<file path="src/rtl/vga_pkg.sv">
// Shared VGA definitions for the timing generator, rectangle renderer and box mover.
//   - 640x480 active-area timing constants (horizontal and vertical porches/pulse widths)
//   - Box-mover FSM state encoding
//   - Per-axis direction encoding
package vga_pkg;

    localparam int unsigned WIDTH  = 640;
    localparam int unsigned HEIGHT = 480;
    localparam int unsigned H_FP   = 16;
    localparam int unsigned H_PW   = 96;
    localparam int unsigned H_BP   = 48;
    localparam int unsigned V_FP   = 10;
    localparam int unsigned V_PW   = 2;
    localparam int unsigned V_BP   = 33;

    typedef enum logic [1:0] {
        S_WAIT   = 2'd0,
        S_CALC   = 2'd1,
        S_COMMIT = 2'd2
    } moverStateT;

    localparam logic DIR_POS = 1'b0;
    localparam logic DIR_NEG = 1'b1;

endpackage

</file>
<file path="src/rtl/vga_axis_bounce.sv">
// Single-axis step/reflect unit for the box mover (purely combinational).
// Moves a position by STEP in the current direction, clamping against the
// walls at 0 and LIMIT-SIZE and reversing direction on contact.
//   iPos        current left/top edge
//   iDir        current direction (DIR_POS / DIR_NEG)
//   oNextPos    position after this step
//   oNextDir    direction after this step
//   oReflected  1 when this step hit a wall and reversed direction
module vga_axis_bounce #(
    parameter int unsigned LIMIT = 640,
    parameter int unsigned SIZE  = 60,
    parameter int unsigned STEP  = 2
) (
    input  logic [9:0] iPos,
    input  logic       iDir,
    output logic [9:0] oNextPos,
    output logic       oNextDir,
    output logic       oReflected
);
    import vga_pkg::*;

    // 11-bit arithmetic so pos+SIZE+STEP cannot wrap for any legal 10-bit position.
    localparam logic [10:0] LIMIT11 = 11'(LIMIT);
    localparam logic [10:0] SPAN11  = 11'(SIZE + STEP);
    localparam logic [10:0] STEP11  = 11'(STEP);
    localparam logic [9:0]  MAX_POS = 10'(LIMIT - SIZE);

    logic [10:0] pos11;

    always_comb begin
        pos11      = {1'b0, iPos};
        oNextPos   = iPos;
        oNextDir   = iDir;
        oReflected = 1'b0;
        if (iDir == DIR_POS) begin
            if (pos11 + SPAN11 > LIMIT11) begin
                oNextPos   = MAX_POS;
                oNextDir   = DIR_NEG;
                oReflected = 1'b1;
            end else begin
                oNextPos = 10'(pos11 + STEP11);
            end
        end else begin
            if (pos11 < STEP11) begin
                oNextPos   = '0;
                oNextDir   = DIR_POS;
                oReflected = 1'b1;
            end else begin
                oNextPos = 10'(pos11 - STEP11);
            end
        end
    end

endmodule

</file>
<file path="src/rtl/vga_box_mover.sv">
// Box mover: produces the bouncing square's top-left corner and size for the
// rectangle renderer. Steps once every FRAME_DIV frames, using the falling
// edge of vertical sync as the frame reference, so every update lands in
// vertical blanking and X/Y always change together.
//   iClk        pixel clock
//   iRst        synchronous reset, active-low
//   iVS         vertical sync, active-low pulse
//   iEnable     1 = motion enabled, 0 = position frozen (frame ticks continue)
//   oShapeX     square left edge
//   oShapeY     square top edge
//   oShapeSize  square edge length (constant SIZE)
//   oFrameTick  one-cycle pulse on the cycle the outputs are committed
//   oColor      12-bit RGB, only when VGA_BOX_MOVER_COLOR_CYCLE_EN is defined;
//               advances by 12'h135 on each commit where either axis bounced
module vga_box_mover #(
    parameter int unsigned WIDTH     = vga_pkg::WIDTH,
    parameter int unsigned HEIGHT    = vga_pkg::HEIGHT,
    parameter int unsigned SIZE      = 60,
    parameter int unsigned X_INIT    = 290,
    parameter int unsigned Y_INIT    = 210,
    parameter int unsigned STEP      = 2,
    parameter int unsigned FRAME_DIV = 1
) (
    input  logic        iClk,
    input  logic        iRst,
    input  logic        iVS,
    input  logic        iEnable,
    output logic [9:0]  oShapeX,
    output logic [9:0]  oShapeY,
    output logic [9:0]  oShapeSize,
    output logic        oFrameTick
`ifdef VGA_BOX_MOVER_COLOR_CYCLE_EN
    ,
    output logic [11:0] oColor
`endif
);
    import vga_pkg::*;

    localparam int unsigned CNT_W = (FRAME_DIV > 1) ? $clog2(FRAME_DIV) : 1;
    localparam logic [CNT_W-1:0] CNT_LAST = CNT_W'(FRAME_DIV - 1);

    if (SIZE >= WIDTH || SIZE >= HEIGHT || WIDTH > 1023 || HEIGHT > 1023 ||
        X_INIT > WIDTH - SIZE || Y_INIT > HEIGHT - SIZE ||
        STEP < 1 || STEP > 1023 || FRAME_DIV < 1) begin : gCfgError
        $error("vga_box_mover: illegal parameter combination");
    end

    moverStateT state, stateNext;
    logic             vsD;
    logic             frameEdge;
    logic [CNT_W-1:0] frameCnt;
    logic             dirX, dirY;
    logic [9:0]       shX, shY;
    logic             shDirX, shDirY;
    logic [9:0]       nextX, nextY;
    logic             nDirX, nDirY;
`ifdef VGA_BOX_MOVER_COLOR_CYCLE_EN
    logic             reflX, reflY;
    logic             shRefl;
`endif

    // Start of the sync pulse; vsD resets low so a low iVS out of reset is not an edge.
    assign frameEdge  = vsD & ~iVS;
    assign oShapeSize = 10'(SIZE);

    vga_axis_bounce #(
        .LIMIT (WIDTH),
        .SIZE  (SIZE),
        .STEP  (STEP)
    ) uBounceX (
        .iPos       (oShapeX),
        .iDir       (dirX),
        .oNextPos   (nextX),
        .oNextDir   (nDirX),
`ifdef VGA_BOX_MOVER_COLOR_CYCLE_EN
        .oReflected (reflX)
`else
        .oReflected ()
`endif
    );

    vga_axis_bounce #(
        .LIMIT (HEIGHT),
        .SIZE  (SIZE),
        .STEP  (STEP)
    ) uBounceY (
        .iPos       (oShapeY),
        .iDir       (dirY),
        .oNextPos   (nextY),
        .oNextDir   (nDirY),
`ifdef VGA_BOX_MOVER_COLOR_CYCLE_EN
        .oReflected (reflY)
`else
        .oReflected ()
`endif
    );

    always_comb begin
        stateNext = state;
        unique case (state)
            S_WAIT: begin
                if (frameEdge) begin
                    stateNext = (iEnable && frameCnt == CNT_LAST) ? S_CALC : S_COMMIT;
                end
            end
            S_CALC:   stateNext = S_COMMIT;
            S_COMMIT: stateNext = S_WAIT;
            default:  stateNext = S_WAIT;
        endcase
    end

    always_ff @(posedge iClk) begin
        if (!iRst) begin
            state      <= S_WAIT;
            vsD        <= 1'b0;
            frameCnt   <= '0;
            dirX       <= DIR_POS;
            dirY       <= DIR_POS;
            shX        <= 10'(X_INIT);
            shY        <= 10'(Y_INIT);
            shDirX     <= DIR_POS;
            shDirY     <= DIR_POS;
            oShapeX    <= 10'(X_INIT);
            oShapeY    <= 10'(Y_INIT);
            oFrameTick <= 1'b0;
`ifdef VGA_BOX_MOVER_COLOR_CYCLE_EN
            shRefl     <= 1'b0;
            oColor     <= 12'hFFF;
`endif
        end else begin
            state      <= stateNext;
            vsD        <= iVS;
            oFrameTick <= 1'b0;
            unique case (state)
                S_WAIT: begin
                    if (frameEdge) begin
                        // Preload the shadow with the current state so a
                        // non-stepping frame commits an unchanged position.
                        shX    <= oShapeX;
                        shY    <= oShapeY;
                        shDirX <= dirX;
                        shDirY <= dirY;
`ifdef VGA_BOX_MOVER_COLOR_CYCLE_EN
                        shRefl <= 1'b0;
`endif
                        if (iEnable) begin
                            frameCnt <= (frameCnt == CNT_LAST) ? '0 : frameCnt + CNT_W'(1);
                        end
                    end
                end
                S_CALC: begin
                    shX    <= nextX;
                    shY    <= nextY;
                    shDirX <= nDirX;
                    shDirY <= nDirY;
`ifdef VGA_BOX_MOVER_COLOR_CYCLE_EN
                    shRefl <= reflX | reflY;
`endif
                end
                S_COMMIT: begin
                    oShapeX    <= shX;
                    oShapeY    <= shY;
                    dirX       <= shDirX;
                    dirY       <= shDirY;
                    oFrameTick <= 1'b1;
`ifdef VGA_BOX_MOVER_COLOR_CYCLE_EN
                    if (shRefl) begin
                        oColor <= oColor + 12'h135;
                    end
`endif
                end
                default: ;
            endcase
        end
    end

endmodule

</file>
<file path="config.mk">
export PLATFORM = sky130hd
export DESIGN_NAME = vga_box_mover
export DESIGN_NICKNAME = d
export VERILOG_FILES = /design/src/rtl/vga_pkg.sv /design/src/rtl/vga_axis_bounce.sv /design/src/rtl/vga_box_mover.sv
export SDC_FILE = /design/constraint.sdc
export NUM_CORES = 1
export LEC_CHECK = 0
export CAP_MARGIN = 20
export CORE_MARGIN = 4
export CORE_UTILIZATION = 53
export CTS_BUF_LIST = sky130_fd_sc_hd__clkbuf_8
export CTS_CLUSTER_DIAMETER = 80
export DETAILED_ROUTE_END_ITERATION = 6
export PLACE_DENSITY_LB_ADDON = 0.3
export SYNTH_ARGS = -nofsm -noshare
export SYNTH_HDL_FRONTEND = slang
export SYNTH_SLANG_ARGS = --single-unit
</file>
<file path="constraint.sdc">
create_clock -name iClk -period 2.1 [get_ports iClk]
set_input_delay 0.21 -clock iClk [delete_from_list [all_inputs] [get_ports iClk]]
set_output_delay 0.21 -clock iClk [all_outputs]
set_load 0.05 [all_outputs]
</file>
==> images/floorplan.png <==
Bar = 20 µm. Pins as bars on the die edge.
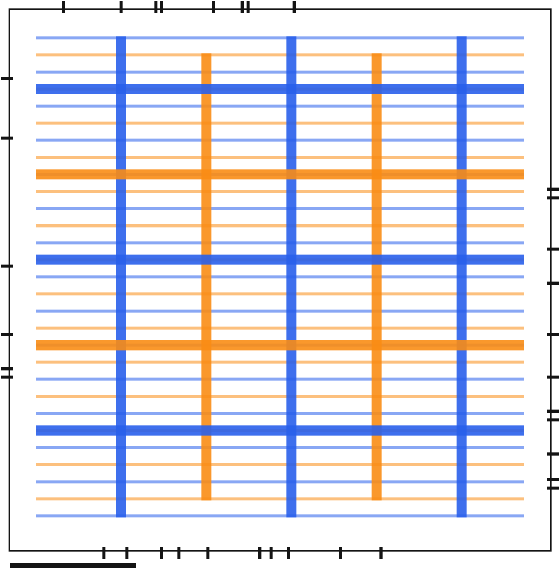
legend:
  VDD:
    color: orange
  VSS:
    color: blue
signal pins: 35
rows: 28
met5 straps: 5
met1 rails: 29
die width: 86.0 µm
IR drop worst, VDD: 0.368 mV
core area: 5920 µm²

==> images/class_map.png <==
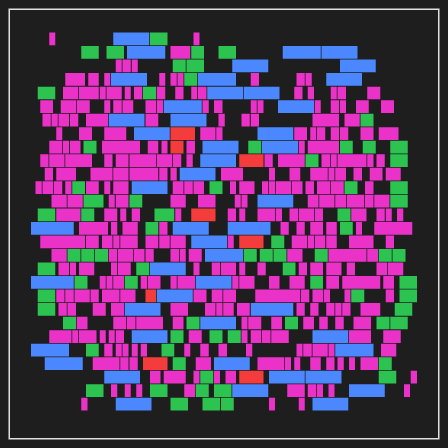
legend:
  remaining buffers and delay cells:
    color: green
    cells: 74
    share_of_their_area: 16%
  registers:
    color: blue
    cells: 48
    share_of_their_area: 25%
  remaining logic cells:
    color: magenta
    cells: 326
    share_of_their_area: 56%
  clock drivers and dummy loads:
    color: red
    cells: 8
    share_of_their_area: 2.5%
Design Area, Final: 3970 µm²
sequential share of cell area: 24.8%
Core Util, Final: 67.1%

==> reports/results.ini <==
[clock_tree]
cts-buffers-inserted = 5
ctsLongestPathBuffers = 2
clk_latency_ns = 0.31
clockRootBuffer = clkbuf_8
htreeDepth = 2
postCtsHoldBufs = 0

[logic_synthesis]
top_area_cell = dfxtp_1
yosysUniqueCellTypes = 78
yosysWarningCount = 0
common_cells = 57 x nand2_1, 48 x dfxtp_1, 33 x a21oi_1
yosysSeqAreaShare_pct = 29.8
edf_count = 0
synthArstFlopShare_pct = 0
top_cell = nand2_1
synth_cells = 417

[status]
outcome = finished with violations
violations = setup timing

[min_path]
whs_path_depth = 2
hold_path_startpoint = shX[9]

[grt]
grt_max_degree = 27
overflow = 0

[critical_path]
path_class = reg -> reg
r2r.worst_path.cells = 6
cp_data_arrival_time_ns = 2.34

[timing]
min_period_over_period_pct = 101
fmax_ghz = 0.471
hold_viol = 0
fin_ws_ns = -0.0244
final-setup-viol-count = 3
tightest_slew_ns = 0.632
slew_viol_final = 0

[route]
wl_per_cell_um = 17.8
ant_nets = 0
vias_per_cell = 6.38
dr_total_vias = 3390

[finish]
syn2layout_area_growth_pct = 23.1
nets = 463
diodes = 0
layout-drive-gt1-share_pct = 25.2

[power]
p_per_area_nw_per_um2 = 449

[place]
io_buffer_count = 24
placed_cell_area_um2 = 3770
hpwl_um = 6700

[run]
warnings = 31

## routing by layer
layer	GRT usage [%]	routed length (µm)	vias up
li1	-	-	1579
met1	32.0	3840	1640
met2	43.1	4740	143
met3	4.71	618	28
met4	9.21	240	0
met5	0	0	-
## where the power goes
part | total [µW] | switching (µW) | internal [µW]
combinational | 257 | 171 | 86.1
clock | 584 | 316 | 268
sequential | 941 | 16.3 | 925
## path summary, 6_finish.rpt
check	slack (ns)	end
max	-0.02	shX[0]
min	0.45	oShapeX[9]
max reg2reg	-0.02	shX[0]
min reg2reg	0.45	oShapeX[9]
## through the flow
step / util [%] / std cells / hold slack, ns / setup slack, ns / total power, µW
2_1_floorplan: - / 425 / 0.306 / -0.0947 / 1160
3_3_place_gp: 63.6 / 520 / 0.434 / 0.0259 / 1210
3_5_place_dp: 63.6 / 520 / 0.443 / -0.105 / 1210
4_1_cts: 66.0 / 530 / 0.445 / -0.0247 / 1790
5_1_grt: 67.1 / 531 / 0.452 / -0.101 / 1850
6_report: 67.1 / 531 / 0.454 / -0.0244 / 1780
## state kept, by name, indices dropped and copies added (netlist names)
register    cells
dirX            1
dirY            1
oFrameTick      1
oShapeX        10
oShapeY        10
shDirX          1
shDirY          1
shX            10
shY            10
state           2
vsD             1
## cells in the final DEF (no fill, tap or decap), types with 7 or more instances in the layout
cell type        instances
nand2_1                 57
buf_4                   48
dfxtp_1                 36
a21oi_1                 31
clkdlybuf4s50_1         24
nor2_1                  22
nand3_1                 16
nor3_1                  13
o21ai_0                 13
conb_1                  10
xnor2_1                  9
mux2i_1                  9
inv_1                    8
a211oi_1                 8
a31oi_1                  8
dfxtp_2                  8
o211ai_1                 7
## kinds of logic after synthesis
group | Yosys count | synth area share [%]
AOI/OAI and AO/OA | 119 | 26.8
xor gates and xnor gates | 12 | 3.26
adders and majority gates | 4 | 1.55
buffers and inverters | 63 | 10.2
DFF | 48 | 29.8
muxes | 10 | 3.14
other | 2 | 0.233
and+or+nand+nor | 159 | 25.1
## repair_timing
item | CTS | global route
pin swaps | 4 | 8
gates resized | 7 | 13
hold endpoints to repair | 0 | 0
endpoints found under the setup margin | 10 | 13
buffers inserted | 2 | 1
## final cells by class
class / instances / area, µm²
multi-input cells: 314 / 2120
clock buffers: 6 / 82.6
flip-flops and latches: 48 / 986
inverters: 12 / 52.6
fillers: 521 / 1950
clock inverters: 2 / 13.8
well taps: 75 / 93.8
repair buffers: 74 / 623
## worst max-delay path, cell delays in order (launching register included)
cell and delay (ns):
dfxtp_4 0.36, or4_4 0.54, o21bai_2 0.16, mux2_4 0.33, o31a_1 0.32, buf_6 0.15, a311oi_2 0.18
Power is estimated from default activity; no workload was simulated.
